==> config.mk <==
export PLATFORM = sky130hd
export DESIGN_NAME = instruction_decoder
export DESIGN_NICKNAME = d
export VERILOG_FILES = /design/src/rtl/instruction_decoder_pkg.sv /design/src/rtl/instruction_decoder_arg_size_truncate.sv /design/src/rtl/instruction_decoder.sv
export SDC_FILE = /design/constraint.sdc
export NUM_CORES = 1
export LEC_CHECK = 0
export CORE_MARGIN = 8
export CORE_UTILIZATION = 50
export CTS_CLUSTER_SIZE = 24
export DETAILED_ROUTE_END_ITERATION = 8
export HOLD_SLACK_MARGIN = 0.05
export PLACE_DENSITY_LB_ADDON = 0.05
export SLEW_MARGIN = 25
export SYNTH_ARGS = -nofsm -noshare
export SYNTH_HDL_FRONTEND = slang
export SYNTH_SLANG_ARGS = --single-unit
==> constraint.sdc <==
create_clock -name clk -period 3.4 [get_ports clk]
set_input_delay 0.68 -clock clk [delete_from_list [all_inputs] [get_ports clk]]
set_output_delay 0.68 -clock clk [all_outputs]
set_load 0.005 [all_outputs]
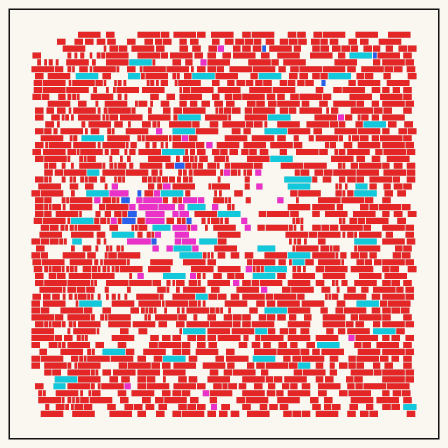
Figure 1: run 1, cell sizes after repair.
Key: magenta = _3 and _4 cells [cells 50, share 3.7%, most used buf_4]; cyan = _6 and larger [cells 53, share 3.9%, most used clkbuf_16]; red = _0 and _1 cells [cells 1,246, share 92%, most used clkdlybuf4s50_1]; blue = _2 cells [cells 10, share 0.74%, most used clkinv_2]
Final Cell Area: 0.0171 mm^2
Non-clk bufs: 412

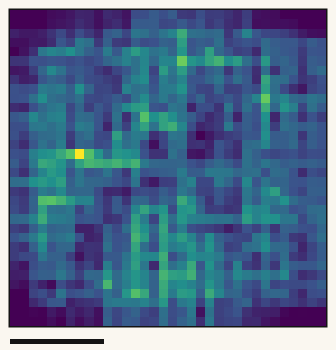
Figure 2: run 1, signal metal coverage by tile.
The bar under the picture is 50 um long. The die is cut into 34 by 34 equal tiles; dark purple is low, yellow is high, scaled to the fullest tile. Values are wire area over tile area, all layers added.
The fullest tile reaches 0.81. 9.1% of the tiles are over half the peak. The densest ninth of the die: bottom middle.
overall global routing resource usage: 0.276
Via Count: 9,743
WL/cell: 24.1 um
total routed wirelength: 40,400 um

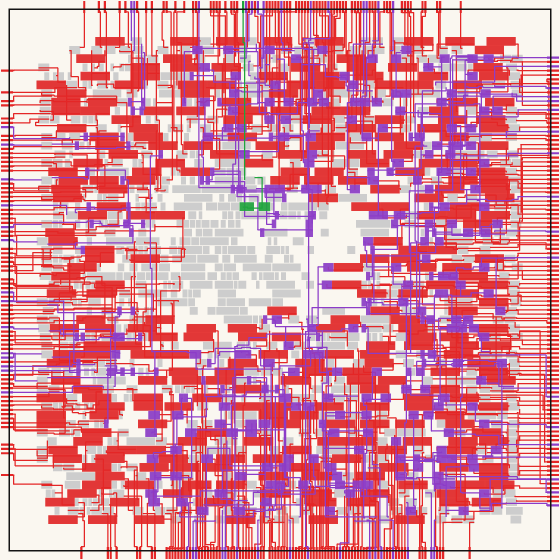
Figure 3: run 1, port wiring.
Key: purple = `in_word` [bits 64, direction input, edge 19 right, 17 bottom, 14 top, 14 left, end cells 280, wire 5,980 um]; green = `out_ready` [bits 1, direction input, edge top, end cells 3, wire 71.5 um]; red = `out_instr` [bits 296, direction output, edge 85 right, 82 bottom, 67 top, 62 left, end cells 296, wire 13,200 um]
# IOs: 371
IO Port Bufs: 370

==> reports/qor.yml, run 1 <==
gr-total-overflow: 0
topCellsByArea: "dfrtp_1 65%, a22o_1 11%, nand2_1 5.4%, a32o_1 2.7%, o21ai_0 2.5%"
grt_start_max_net_pins: 113
yosysWarningCount: 0
syn_to_final_growth_pct: 46.1
async_flop_share: 1.00
fin_crit_ns: 2.82
arrival_ns: 2.14
layout_top_cell: "clkdlybuf4s50_1"
holdBufCountCts: 1
setup_ws_ns: 0.582
edf_count: 0
power.leakage_nw: 7.59
drive_gt1_frac: 0.0831
htree_levels: 2
finalMaxSlewViolations: 0
final_core_util: 0.737
holdPathStages: 2
slowest_delay_ns: 0.56
worst-path-stages: 4
openroad.warnings: 28
ys_seq_frac: 0.655
initialDrtViolationCount: 784
reg2reg_setup_slack_ns: 0.87
cp_cell_sequence: "dlygate4sd3_1 -> buf_8 -> o311a_1 -> clkdlybuf4s50_1"
slowest_stage: "dlygate4sd3_1"
yosysMostFrequentCell: "dfrtp_1"
grt_pass1_vias: 9875
finalPower_mw: 8.13
wl_met1_um: 16000
critical_path.top_delay_family: "buffers and inverters"
setup_viol_count_final: 0
finalClockPeriodUsage: 0.829
final_net_count: 1408
path_clk_slew_ns: 0.06
top_cells_by_count: "306 x dfrtp_1, 169 x nand2_1, 144 x a22o_1"
start_kind: "input port"
lay_top_cells: "368 x clkdlybuf4s50_1, 306 x dfrtp_1, 169 x nand2_1"
dp_cells: 1618
met3_usage: 0.0722
row_count: 56
syn_inst: 961
slew_headroom: 0.439
place_area_mm2: 0.0159
yosysTopAreaCell: "dfrtp_1"
cts-resized-gates: 0
hold_viol: 0
crit_path_end_kind: "output port"
top_area_frac: 0.655
crit_fanout: 9
cts_max_path_buffers: 3
detail-route-antenna-nets: 0
ys.flop_type: "dfrtp_1"
fmax_mhz: 355
final_cell_count_no_fill: 1680
grt_setup_unrepaired: "false"
ys_types: 47
ys_cells: 961
fp_util: 0.504
clockRootBuffer: "clkbuf_16"
synth_flop_count: 306
fin_skew_ns: 0.0165
fp.dieW_um: 169
ys_chip_area_mm2: 0.0117
avgSynthCellArea_um2: 12.2
wl_met3_um: 3440
hpwl_um: 28200
fin_hold_ws_ns: 0.478
hp-class: "reg2reg"
firstDrtPassIters: 7
place_congestion: 0.851
largest_reg_flops: 296
clk_latency_ns: 0.50
met1_usage: 0.351
cap_violations: 0
post_cts_buffers: 0
die_h_um: 169
cts_buffers: 34
grt_pass1_wl_um: 60900
die_area_mm2: 0.0285
met2_usage: 0.447
cts_sinks: 306
synth_nets: 1033
pre_cts_ws_ns: 0.262
dr.max_layer_used: "met5"
reg2reg_depth: 5
cts_tree: "built"
coreArea_mm2: 0.0232
ir_worst_vdd_mv: 0.376
critical_path_class: "in2out"
power_density_mw_per_mm2: 476
status: "complete, no violations"
busiest_layer: "met2"
setup_tns_ns: 0
vias_per_cell: 5.80
antenna_found_initial: 3
cp.required_ns: 2.72
cp_num_buf_inv: 3
tightest_slew_ns: 0.841
drc: 0
syn-cell-area_mm2: 0.0117
wl_met2_um: 19500
==> run 1: report_power, final <==
part	switching (mW)	leakage, nW	internal, mW
combinational	0.471	2.78	0.250
clock	1.44	0.558	2.23
sequential	0.0438	4.25	3.69
==> run 1: kinds of logic after synthesis <==
family,after synthesis,synth area share
compound gates,337,0.219
flops,306,0.655
simple gates,230,0.0909
buf+inv,85,0.0310
fa+ha+maj,3,0.00385
==> run 1: cell type report <==
type | instances | area (um^2)
fill | 1635 | 6110
sequential | 306 | 7660
inverter | 12 | 45.0
antenna | 2 | 5.00
timing repair buffer | 412 | 4080
clock inverter | 7 | 72.6
clock buffer | 52 | 1060
tap | 319 | 399
multi-input combinational | 570 | 3760
==> inputs of run 2 (changes only) <==
--- a/config.mk
+++ b/config.mk
@@ -6,7 +6,7 @@
 export NUM_CORES = 1
 export LEC_CHECK = 0
 export CORE_MARGIN = 8
-export CORE_UTILIZATION = 50
+export CORE_UTILIZATION = 42
 export CTS_CLUSTER_SIZE = 24
 export DETAILED_ROUTE_END_ITERATION = 8
 export HOLD_SLACK_MARGIN = 0.05
==> constraint.sdc (replaced) <==
create_clock -name clk -period 2.4 [get_ports clk]
set_input_delay 0.48 -clock clk [delete_from_list [all_inputs] [get_ports clk]]
set_output_delay 0.48 -clock clk [all_outputs]
set_load 0.005 [all_outputs]
==> run 2 against run 1 <==
Against the previous run:
- utilization decreased by 10 points
- wire length is 3.9% higher
- synthesized area unchanged
- clock skew fell by 0.0068 ns
- via count down 0.45%
- critical endpoint unchanged
- synthesized cell count is the same
- die size increased by 17%
- critical path depth shrank 1
- critical path type is now reg2out
- non-clock buffer count grew 48
- combinational power is 55% higher
==> reports/qor.yml, run 2 <==
status: "complete, no violations"  # unchanged
dr.max_layer_used: "met5"  # unchanged
buffer_area_frac: 0.260  # was 0.239
htree_levels: 2  # unchanged
ys_types: 47  # unchanged
final_net_count: 1456  # was 1,408
place_area_mm2: 0.0165  # was 0.0159 mm^2
syn-cell-area_mm2: 0.0117  # unchanged
firstDrtPassIters: 4  # was 7
clkbuf_count: 48  # was 52
lay_top_cells: "368 x clkdlybuf4s50_1, 306 x dfrtp_1, 169 x nand2_1"  # unchanged
die_area_mm2: 0.0334  # was 0.0285 mm^2
ff_count: 306  # unchanged
inv_count: 12  # unchanged
slowest_delay_ns: 0.50  # was 0.56 ns
openroad.warnings: 30  # was 28
fp.dieW_um: 183  # was 169 um
gr-total-overflow: 0  # unchanged
edf_count: 0  # unchanged
top_area_frac: 0.655  # unchanged
vias_per_cell: 5.43  # was 5.80
largest_reg_flops: 296  # unchanged
track_usage: 0.245  # was 0.276
slew_headroom: 0.371  # was 0.439
reg2reg_setup_slack_ns: 0.14  # was 0.87 ns
wl_met3_um: 3520  # was 3440 um
power_frac_comb: 0.098  # was 0.089
critical_path.top_delay_family: "buffers and inverters"  # unchanged
fmax_mhz: 433
hpwl_um: 30200  # was 28,200 um
final_cell_count_no_fill: 1785  # was 1,680
reg2reg_depth: 6  # was 5
grt_setup_unrepaired: "false"  # unchanged
io_pins: 371  # unchanged
tightest_slew_ns: 0.943  # was 0.841 ns
regArea_mm2: 0.00766  # unchanged
initialDrtViolationCount: 683  # was 784
ir_worst_vdd_mv: 0.398  # was 0.376 mV
comb_share: 0.214  # was 0.220
setup_tns_ns: 0  # unchanged
yosysWarningCount: 0  # unchanged
hp-class: "in2async"  # was reg2reg
cts_sinks: 306  # unchanged
arrival_ns: 1.83  # was 2.14 ns
topCellsByArea: "dfrtp_1 65%, a22o_1 11%, nand2_1 5.4%, a32o_1 2.7%, o21ai_0 2.5%"  # unchanged
p_int_mw: 8.60  # was 6.17 mW
power_leader: "registers"  # unchanged
fp_util: 0.423  # was 0.504
power.switching_mw: 2.80  # was 1.95 mW
comb_area_mm2: 0.00377  # was 0.00376 mm^2
critical_path_class: "reg2out"  # was in2out
power.leakage_nw: 7.83  # was 7.59 nW
largestClassByArea: "registers"  # unchanged
die_h_um: 183  # was 169 um
setup_ws_ns: 0.0888  # was 0.582 ns
clk_latency_ns: 0.50  # about the same
vias: 9699  # was 9,743
ys.flop_type: "dfrtp_1"  # unchanged
start_kind: "flip-flop"  # was input port
detail-route-antenna-nets: 0  # unchanged
fin_skew_ns: 0.00964  # was 0.0165 ns
layout_top_cell: "clkdlybuf4s50_1"  # unchanged
ys_seq_frac: 0.655  # unchanged
cp.required_ns: 1.92  # was 2.72 ns
cp_cell_sequence: "inv_1 -> o311a_1 -> clkdlybuf4s50_1"  # was dlygate4sd3_1 -> buf_8 -> o311a_1 -> clkdlybuf4s50_1
wl_met2_um: 19700  # was 19,500 um
place_congestion: 0.828  # was 0.851
crit_fanout: 5  # was 9
setup_viol_count_final: 0  # unchanged
syn_to_final_growth_pct: 50.4  # was 46.1%
finalMaxSlewViolations: 0  # unchanged
cts_max_path_buffers: 3  # unchanged
met2_usage: 0.398  # was 0.447
well_tap_count: 378  # was 319
ys_chip_area_mm2: 0.0117  # unchanged
drive_gt1_frac: 0.115  # was 0.0831
buffers_excl_clock: 460  # was 412
path_clk_slew_ns: 0.06  # about the same
met1_usage: 0.304  # was 0.351
power_density_mw_per_mm2: 648  # was 476 mW/mm^2
yosysMostFrequentCell: "dfrtp_1"  # unchanged
top_cells_by_count: "306 x dfrtp_1, 169 x nand2_1, 144 x a22o_1"  # unchanged
insertedDiodeCount: 1  # was 2
ys_cells: 961  # unchanged
seq_power_share: 0.464  # was 0.459
comb_cells: 570  # unchanged
grt_pass1_wl_um: 63300  # was 60,900 um
drc: 0  # unchanged
met3_usage: 0.0752  # was 0.0722
avgSynthCellArea_um2: 12.2  # unchanged
syn_inst: 961  # unchanged
worst-path-stages: 3  # was 4
grt_start_max_net_pins: 121  # was 113
fin_crit_ns: 2.31
pre_cts_ws_ns: -0.448  # was 0.262 ns
wirelength_um: 42000  # was 40,400 um
switching_share: 0.246  # was 0.240
sequentialPower_mw: 5.29  # was 3.73 mW
hold_viol: 0  # unchanged
async_flop_share: 1.00  # unchanged
cts_tree: "built"  # unchanged
n_fill_cell: 2262  # was 1,635
wl_per_cell_um: 23.5  # was 24.1 um
clockRootBuffer: "clkbuf_16"  # unchanged
antenna_found_initial: 3  # unchanged
synth_nets: 1033  # unchanged
powerComb_mw: 1.12  # was 0.721 mW
==> run 2: through the flow <==
| stage | hold slack (ns) | utilization |
|---|---|---|
| floorplan | 0.184 | - |
| global placement | 0.460 | 0.598 |
| detailed placement | 0.470 | 0.598 |
| CTS | 0.152 | 0.636 |
| global route | 0.144 | 0.637 |
| finish | 0.0753 | 0.637 |
==> run 2: cells by family after synthesis <==
logic type                 after synthesis  share of synthesized area
AOI/OAI and AO/OA                      337                      0.219
DFF                                    306                      0.655
and+or+nand+nor                        230                     0.0909
adders and majority gates                3                    0.00385
buffers and inverters                   85                     0.0310
==> run 2: timing repair <==
| action | 4_1_cts | 5_1_grt |
|---|---|---|
| endpoints found under the setup margin | 0 | 16 |
| gates resized | 0 | 2 |
| hold buffers | 0 | 0 |
| endpoints found under the hold margin | 0 | 0 |
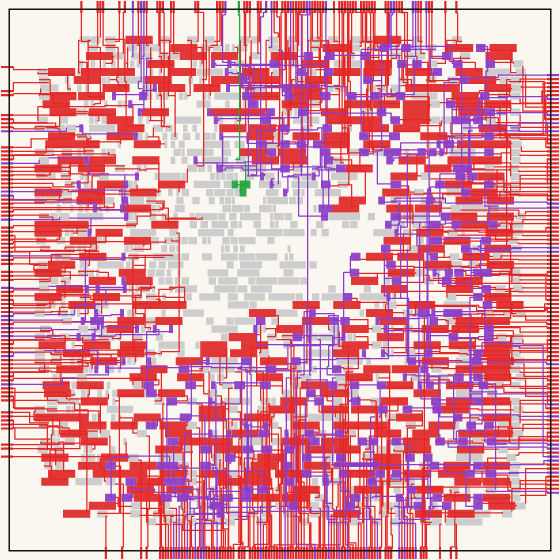
Figure 4: run 2, port wiring.

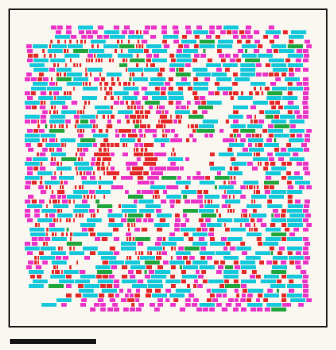
Figure 5: run 2, cells coloured by class.
The bar under the picture is 50 um long.
Key: red = combinational and other logic [cells 582, share of their area 22%]; magenta = other buffers and delay cells [cells 460, share of their area 27%]; green = clock drivers and dummy loads [cells 58, share of their area 6.2%]; cyan = flops [cells 306, share of their area 45%]
Core Area: 0.0276 mm^2
Cell Rows: 61
flop share of the area: 0.435
Final Cell Area: 0.0176 mm^2
Final Util: 0.637

Power and IR drop assume default switching activity.
